Design seq_magnitude_comparator, sky130hd; sources not shown.
**The clock network**

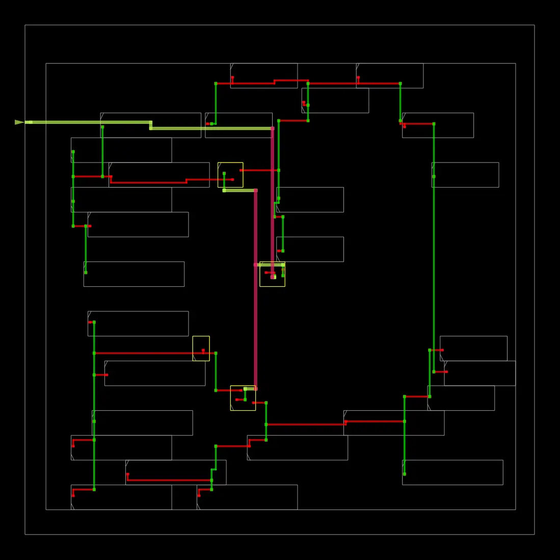
clk_skew: 0.00878 ns
clock-net power: 0.183 mW
clk_buf instances: 3
clk ins delay skew pair: 0.33 ns

**Clock distribution**

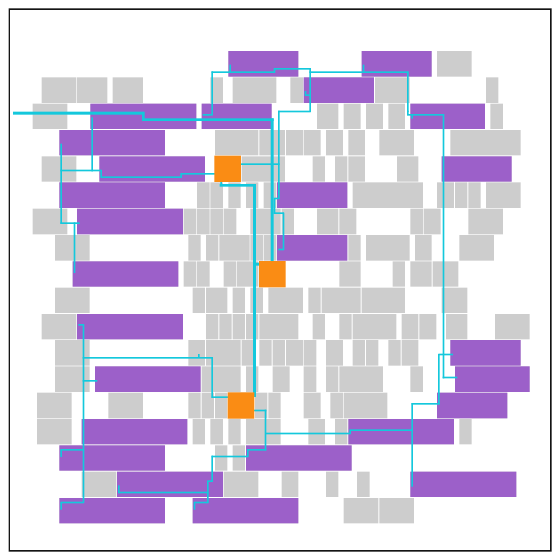
- orange: clock drivers (count 3)
- cyan: clock wires (length 321 um)
- purple: flip-flops (count 27)
- flops lie: spread over the die
- routed clock nets: 4
clock share of power: 0.188

**Drive-strength map**

Bar = 20 um.
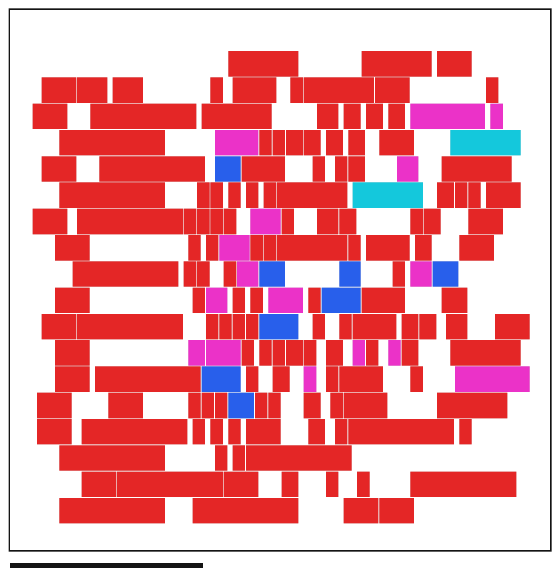
- blue: _3 and _4 cells (cells 8; share 4.7%)
- magenta: _2 cells (cells 16; share 9.4%)
- cyan: _6 and larger (cells 2; share 1.2%)
- red: _0 and _1 cells (cells 145; share 85%)
Syn-to-layout area delta: 23.0%
Finished Cell Area: 0.00166 mm2

==> summary.txt <==
outcome - complete, no violations
XOR Share, Synth - 0.0130
Max IR drop VDD - 0.000422 V
Top Family by Delay on Critical Path - buffers and inverters
Pwr Total - 0.976 mW
RePlAce Congestion - 0.842
Core Util, Final - 0.656
top cells by count, synth - 28 x nand2_1, 25 x inv_1, 16 x edfxtp_1
HPWL Detailed - 1770 um
P_int - 0.669 mW
mi-comb count - 86
Yosys reg bits - 27
Post-CTS Setup Bufs - 0
core area - 0.00252 mm2
Slew @ Worst Pin - 0.473 ns
yosys cell count - 143
RSZ-0062 raised after global routing - no
Signal buffers - 25
critical path startpoint category - register
Setup-failing EPs final - 0
top cell category - flip-flops and latches
Vias - 1002
Slew Viols, Final - 0
CP required - 1.95 ns
largest net degree at the start of global routing - 19
biggest area cells - edfxtp_1 36%, dfxtp_1 16%, nand2_1 7.8%, inv_1 7.0%, ha_1 6.5%
Top non-seq family - simple AND/OR/NAND/NOR gates
Logic pwr share - 0.271
power per cell area - 589 mW/mm2
ys flop type - edfxtp_1
simple share - 0.228
Max Freq - 478 MHz
Top pwr grp - sequential cells
slowest stage delay, CP - 0.52 ns
post-route ant nets - 0
ys async rst share - 0
Area leader share - 0.357
post-synth net total - 170
CP Max Fanout - 7
Worst EP arrival - 1.44 ns
Worst Hold Class - register to register
Clk pin slew, worst setup/hold paths - 0.15 ns
Die Ht - 55.9 um
CP Depth - 3
crit path capture type - output pin
setup TNS - 0 ns
No activity file was given, so power comes from the tool's default toggle rates.
